Figure 1. Met1 routing.
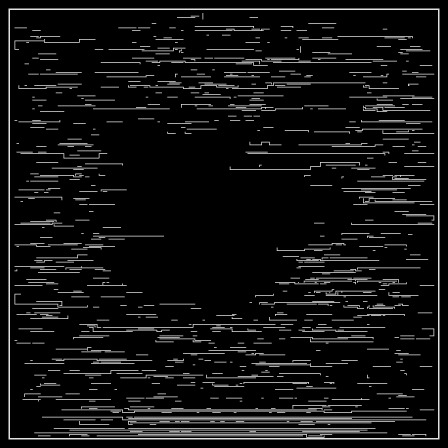
Figure 2. Met2 routing.
Bar = 20 microns.
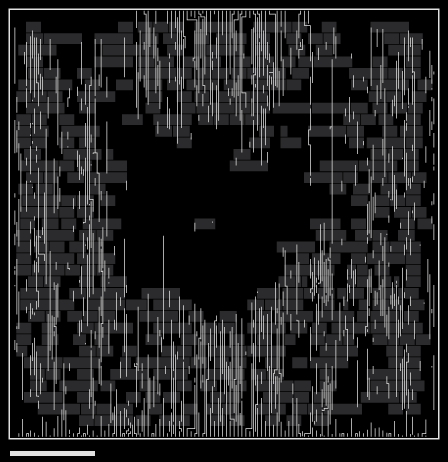
**src/rtl/mips_core_pkg.sv**
```systemverilog
// Shared core types for the data-cache port arbiter.
// Supplies default ADDR_WIDTH / DATA_WIDTH when the build does not set them.
`ifndef ADDR_WIDTH
`define ADDR_WIDTH 32
`endif
`ifndef DATA_WIDTH
`define DATA_WIDTH 32
`endif

package mips_core_pkg;

  typedef enum logic [1:0] {
    IDLE,
    ISSUE,
    WAIT
  } dc_arb_state_e;

  typedef enum logic {
    OWN_LOAD,
    OWN_STORE
  } dc_owner_e;

endpackage

```
**src/rtl/dcache_arb_select.sv**
```systemverilog
// Priority pick between load and store requesters for the dcache port.
// DCACHE_ARB_STARVE_GUARD_EN adds the store-starvation rule.
module dcache_arb_select
`ifdef DCACHE_ARB_STARVE_GUARD_EN
#(
  parameter int CNT_W        = 4,
  parameter int STARVE_LIMIT = 8
)
`endif
(
`ifdef DCACHE_ARB_STARVE_GUARD_EN
  input  logic [CNT_W-1:0] starve_cnt,
`endif
  input  logic             ld_valid,
  input  logic             st_valid,
  input  logic             st_full,
  input  logic             flush,
  output logic             grant_load,
  output logic             grant_store
);

  logic st_urgent;

`ifdef DCACHE_ARB_STARVE_GUARD_EN
  assign st_urgent = st_valid &&
    (st_full || (starve_cnt == CNT_W'(STARVE_LIMIT)));
`else
  assign st_urgent = st_valid && st_full;
`endif

  always_comb begin
    grant_load  = 1'b0;
    grant_store = 1'b0;
    if (st_urgent) begin
      grant_store = 1'b1;
    end else if (ld_valid && !flush) begin
      grant_load = 1'b1;
    end else if (st_valid) begin
      grant_store = 1'b1;
    end
  end

endmodule

```
**src/rtl/dcache_port_arbiter.sv**
```systemverilog
// Single dcache port shared by speculative loads and committed stores.
// DCACHE_ARB_STARVE_GUARD_EN enables the store-starvation counter.
module dcache_port_arbiter
  import mips_core_pkg::*;
#(
  parameter int ADDR_W       = `ADDR_WIDTH,
  parameter int DATA_W       = `DATA_WIDTH,
  parameter int LQ_IDX_W     = 3,
  parameter int STARVE_LIMIT = 8
) (
  input  logic                clk,
  input  logic                rst_n,
  input  logic                ld_req_valid,
  output logic                ld_req_ready,
  input  logic [ADDR_W-1:0]   ld_req_addr,
  input  logic [LQ_IDX_W-1:0] ld_req_idx,
  input  logic                st_req_valid,
  output logic                st_req_ready,
  input  logic [ADDR_W-1:0]   st_req_addr,
  input  logic [DATA_W-1:0]   st_req_data,
  input  logic                st_buf_full,
  input  logic                flush,
  output logic                dc_req_valid,
  input  logic                dc_req_ready,
  output logic                dc_req_we,
  output logic [ADDR_W-1:0]   dc_req_addr,
  output logic [DATA_W-1:0]   dc_req_data,
  input  logic                dc_resp_valid,
  input  logic [DATA_W-1:0]   dc_resp_data,
  output logic                ld_resp_valid,
  output logic [LQ_IDX_W-1:0] ld_resp_idx,
  output logic [DATA_W-1:0]   ld_resp_data,
  output logic                st_done,
  output logic                busy
);

  dc_arb_state_e       state;
  dc_arb_state_e       state_nxt;
  dc_owner_e           owner;
  logic                squash;
  logic                we_q;
  logic [ADDR_W-1:0]   addr_q;
  logic [DATA_W-1:0]   data_q;
  logic [LQ_IDX_W-1:0] idx_q;
  logic                grant_load;
  logic                grant_store;
  logic                in_idle;
  logic                in_issue;
  logic                in_wait;
  logic                is_load;
  logic                drop;

  assign in_idle  = (state == IDLE);
  assign in_issue = (state == ISSUE);
  assign in_wait  = (state == WAIT);
  assign is_load  = (owner == OWN_LOAD);

  // A flushed load the cache has not yet taken is simply abandoned
  assign drop = in_issue && is_load && flush && !dc_req_ready;

`ifdef DCACHE_ARB_STARVE_GUARD_EN
  localparam int CNT_W = $clog2(STARVE_LIMIT + 1);

  logic [CNT_W-1:0] starve_cnt;

  always_ff @(posedge clk or negedge rst_n) begin
    if (!rst_n) begin
      starve_cnt <= '0;
    end else if (in_idle) begin
      if (grant_store || !st_req_valid) begin
        starve_cnt <= '0;
      end else if (grant_load &&
                   starve_cnt != CNT_W'(STARVE_LIMIT)) begin
        starve_cnt <= starve_cnt + 1'b1;
      end
    end
  end

  dcache_arb_select #(
    .CNT_W        (CNT_W),
    .STARVE_LIMIT (STARVE_LIMIT)
  ) u_select (
    .starve_cnt  (starve_cnt),
    .ld_valid    (ld_req_valid),
    .st_valid    (st_req_valid),
    .st_full     (st_buf_full),
    .flush       (flush),
    .grant_load  (grant_load),
    .grant_store (grant_store)
  );
`else
  logic unused_limit;
  assign unused_limit = (STARVE_LIMIT > 0);

  dcache_arb_select u_select (
    .ld_valid    (ld_req_valid),
    .st_valid    (st_req_valid),
    .st_full     (st_buf_full),
    .flush       (flush),
    .grant_load  (grant_load),
    .grant_store (grant_store)
  );
`endif

  always_ff @(posedge clk or negedge rst_n) begin
    if (!rst_n) begin
      state <= IDLE;
    end else begin
      state <= state_nxt;
    end
  end

  always_comb begin
    state_nxt = state;
    case (state)
      IDLE: begin
        if (grant_load || grant_store) begin
          state_nxt = ISSUE;
        end
      end
      ISSUE: begin
        if (drop) begin
          state_nxt = IDLE;
        end else if (dc_req_ready) begin
          state_nxt = WAIT;
        end
      end
      WAIT: begin
        if (dc_resp_valid) begin
          state_nxt = IDLE;
        end
      end
      default: state_nxt = IDLE;
    endcase
  end

  always_comb begin
    ld_req_ready  = in_idle && grant_load;
    st_req_ready  = in_idle && grant_store;
    dc_req_valid  = in_issue;
    ld_resp_valid = in_wait && is_load && dc_resp_valid &&
                    !squash && !flush;
    st_done       = in_wait && !is_load && dc_resp_valid;
    busy          = !in_idle;
  end

  always_ff @(posedge clk or negedge rst_n) begin
    if (!rst_n) begin
      owner  <= OWN_LOAD;
      we_q   <= 1'b0;
      addr_q <= '0;
      data_q <= '0;
      idx_q  <= '0;
    end else if (in_idle && grant_store) begin
      owner  <= OWN_STORE;
      we_q   <= 1'b1;
      addr_q <= st_req_addr;
      data_q <= st_req_data;
    end else if (in_idle && grant_load) begin
      owner  <= OWN_LOAD;
      we_q   <= 1'b0;
      addr_q <= ld_req_addr;
      idx_q  <= ld_req_idx;
    end
  end

  always_ff @(posedge clk or negedge rst_n) begin
    if (!rst_n) begin
      squash <= 1'b0;
    end else if (state_nxt == IDLE) begin
      squash <= 1'b0;
    end else if (is_load && flush &&
                 (in_wait || (in_issue && dc_req_ready))) begin
      squash <= 1'b1;
    end
  end

  assign dc_req_we    = we_q;
  assign dc_req_addr  = addr_q;
  assign dc_req_data  = data_q;
  assign ld_resp_idx  = idx_q;
  assign ld_resp_data = dc_resp_data;

endmodule

```
**config.mk**
```make
export PLATFORM = sky130hd
export DESIGN_NAME = dcache_port_arbiter
export DESIGN_NICKNAME = d
export VERILOG_FILES = /design/src/rtl/mips_core_pkg.sv /design/src/rtl/dcache_arb_select.sv /design/src/rtl/dcache_port_arbiter.sv
export SDC_FILE = /design/constraint.sdc
export NUM_CORES = 1
export LEC_CHECK = 0
export CAP_MARGIN = 40
export CORE_MARGIN = 1
export CORE_UTILIZATION = 35
export DETAILED_ROUTE_END_ITERATION = 7
export PLACE_DENSITY = 0.8
export REMOVE_ABC_BUFFERS = 1
export SYNTH_ARGS = -nofsm -noshare
export SYNTH_HDL_FRONTEND = slang
export SYNTH_HIERARCHICAL = 1
export SYNTH_SLANG_ARGS = --single-unit
```
**constraint.sdc**
```tcl
create_clock -name clk -period 2.2 [get_ports clk]
set_input_delay 0.22 -clock clk [delete_from_list [all_inputs] [get_ports clk]]
set_output_delay 0.22 -clock clk [all_outputs]
set_load 0.01 [all_outputs]
```
==> impl_metrics.csv <==
group,metric,value,unit
status,status,"completed",
logic_synthesis,ys_seq_share,52.2,%
routing,via_count,2530,
placement,gp_congestion,0.733,
die,dieArea,10100,sq um
grt,grt_pass1_wl,14.1,mm
timing,max_freq,0.466,GHz
power,vdd_drop_max,0.000584,V
routing,ant_nets,0,
logic_synthesis,syn_area_per_cell,14.3,sq um
clock_tree,clk_pin_slew,0.07,ns
timing,tns,0,ns
timing,fin_crit_sh,97.5,%
clock_tree,cts.hold.buffers_added,1,
final_layout,syn2layout_area_growth,58.1,%
logic_synthesis,syn_area,3400,sq um
timing,rsz0062_at_grt,"false",
final_layout,finalNetCount,539,
logic_synthesis,top_area_share,52.2,%
setup_path,worstPathArrival,1.92,ns
final_layout,final_util,57.6,%
setup_path,r2r_start,"state[1]$_DFF_PN0_",
grt,grt_pass1_vias,2733,
final_layout,antenna_cells,0,
die,core,9330,sq um
clock_tree,cts_tree,"yes",
die,chipHeight,101,microns
logic_synthesis,simple_gate_area_share,2.87,%
logic_synthesis,ys_cells,237,
power,power.density,1240,nW/um^2
clock_tree,postCtsSetupRepairBufs,1,
min_path,hold_class,"in2async",
job,tool_warnings,25,
final_layout,drive_gt1_share,31.8,%
clock_tree,root_buffer,"clkbuf_8",
logic_synthesis,ys_sh_adder,0,%
clock_tree,ctsResizeCount,3,
die,ios,245,
clock_tree,clock_latency,0.33,ns
setup_path,endpoint,"ld_req_ready",
logic_synthesis,synthCells,237,
setup_path,worstRegToRegCells,5,
grt,grt_max_degree,66,
logic_synthesis,xor_share,0,%
routing,detail_route.wl_per_cell,18.2,microns
timing,slew_headroom,77.9,%
logic_synthesis,yosysTopAreaCell,"dfrtp_1",
setup_path,critical_path_class,"in2out",
clock_tree,htreeDepth,3,
setup_path,startpoint,"flush",
clock_tree,cts_num_sinks,71,
timing,post-route-min-period,2.14,ns
setup_path,required,1.98,ns
logic_synthesis,ys_types,25,
die,core.rowCount,35,
routing,first_pass_iters,4,
timing,drv_slew,0,
grt,groute.usage.overall,19.0,%
placement,port-buffer-count,180,
setup_path,path_max_fanout,3,
logic_synthesis,yosysWarnings,6,
logic_synthesis,synthAoiAreaFrac,1.99,%
logic_synthesis,yosys_area,3400,sq um
grt,grt.overflow.total,0,
power,leakagePower,0.00219,uW
logic_synthesis,ys.flops,71,
timing,fin_skew,0.00891,ns
die,initCoreUtil,36.5,%
routing,routed_wl,9.65,mm
timing,tightest_slew,0.331,ns
clock_tree,cts_buffer_depth,2,
routing,drc,0,
setup_path,r2r_end,"dc_req_addr[7]$_DFFE_PN0P_",
routing,avgViaCountPerCell,4.76,
logic_synthesis,mux_share,33.1,%
timing,hold_violations,0,
routing,drt_iter0_markers,54,
placement,dp_hpwl,7.36,mm
setup_path,endpoint_kind,"output pin",
logic_synthesis,top_logic_kind,"multiplexers",
grt,grt_antenna_before_repair,0,
die,die_width,101,microns
clock_tree,cts_buffers,9,
logic_synthesis,synth.area.top_cells,"dfrtp_1 52%, mux2_2 31%, buf_4 7.1%",
setup_path,crit_path_start_kind,"input pin",
timing,setup_viol,0,
job,drv_cap,0,
setup_path,reg2reg_slack,0.34,ns
Back to the opening pictures, Figure 1:
The layer holds 41% of the routed length. 455 nets have wire on it. The layer carries 3960 microns of wire. The longest straight run is 82.8 microns.

Back to the opening pictures, Figure 2:
The layer holds 45% of the routed length. The wires run mostly vertical.

==> stage by stage <==
step                hold slack, ns  instances  power, uW  setup slack, ns  instance area, sq um
floorplan                  -0.0756        195       3870            -1.87                  3080
global placement             0.403        515       5730          -0.0392                  5170
detailed placement          0.0555        516       5850           -0.102                  5190
CTS                          0.236        531       6750           0.0423                  5370
global route                 0.257        531       7050          0.00157                  5380
finish                       0.255        531       6670           0.0558                  5380
==> synth_stat cells <==
cell type   n
nor4_1      1
or2_1       1
buf_2       5
nand2b_1    2
nand3b_1    1
nand2_1     2
mux2_2     94
and3_1      1
dfrtp_1    71
buf_6       5
buf_4      32
or3b_2      1
a21oi_1     1
nor2b_1     2
a32oi_1     1
o21bai_4    1
mux2_4      3
o21a_1      2
nor3b_2     1
inv_1       3
mux2_1      2
nor2_1      1
o21ai_0     1
a21o_1      2
nand2b_4    1
==> report_power, final <==
group          switching [uW]  internal (uW)  leakage [uW]  total [uW]
combinational            1230           2250       0.00127        3480
clock                     438            418     0.0000809         856
sequential                357           1970      0.000836        2330
total                    2020           4640       0.00219        6670
==> sequential cells by signal, summed over array words and instances, names as in the netlist <==
signal	cells
dc_req_addr	32
dc_req_data	32
dc_req_we	1
ld_resp_idx	3
squash	1
state	2
==> cells in the final DEF, fill, tap and decap left out <==
cell | Yosys | routed
o21a_1 | 2 | 2
inv_1 | 3 | 3
nor3b_4 | 0 | 1
buf_16 | 0 | 1
clkinv_2 | 0 | 2
nand2b_4 | 1 | 1
o21ai_0 | 1 | 1
buf_12 | 0 | 3
nor2b_1 | 2 | 2
buf_4 | 32 | 8
nand2_1 | 2 | 2
dlygate4sd3_1 | 0 | 1
and3_1 | 1 | 1
nand3b_1 | 1 | 1
or2_1 | 1 | 1
clkbuf_8 | 0 | 10
clkbuf_1 | 0 | 1
or3b_4 | 0 | 1
nor4_1 | 1 | 1
a32oi_1 | 1 | 1
a21o_1 | 2 | 2
nand2b_1 | 2 | 2
mux2_4 | 3 | 3
mux2_2 | 94 | 94
buf_6 | 5 | 2
dlygate4sd2_1 | 0 | 1
a21oi_2 | 0 | 1
dfrtp_1 | 71 | 71
clkdlybuf4s50_1 | 0 | 178
nor2_1 | 1 | 1
mux2_1 | 2 | 2
o21bai_4 | 1 | 1
==> cell families (layout without fill, tap and decap cells) <==
group | Yosys count | in the layout
compound gates | 8 | 8
buf+inv | 45 | 210
mux | 99 | 99
simple gates | 14 | 14
flops | 71 | 71
==> cell type report <==
class	count	area [sq um]
multi-input cells	121	1300
fillers	794	3950
repair buffers	194	1970
flip-flops and latches	71	1780
clock buffers	11	141
well taps	129	161
inverters	3	11.3
clock inverters	2	10.0
==> critical path: stages <==
cell and delay [ns]:
clkdlybuf4s50_1 0.44, nand2b_4 0.16, a21oi_2 0.12, or3b_4 0.40
inv_1 0.06, clkdlybuf4s50_1 0.52
==> routing by layer <==
| metal | part of all wire, % | global-route usage, % | routed length, microns |
|---|---|---|---|
| met1 | 41 | 21.5 | 3960 |
| met2 | 44 | 29.6 | 4290 |
| met3 | 13 | 11.1 | 1230 |
| met4 | 1.2 | 5.69 | 119 |
| met5 | 0.53 | 5.13 | 51 |
Power is estimated from default activity; no workload was simulated.
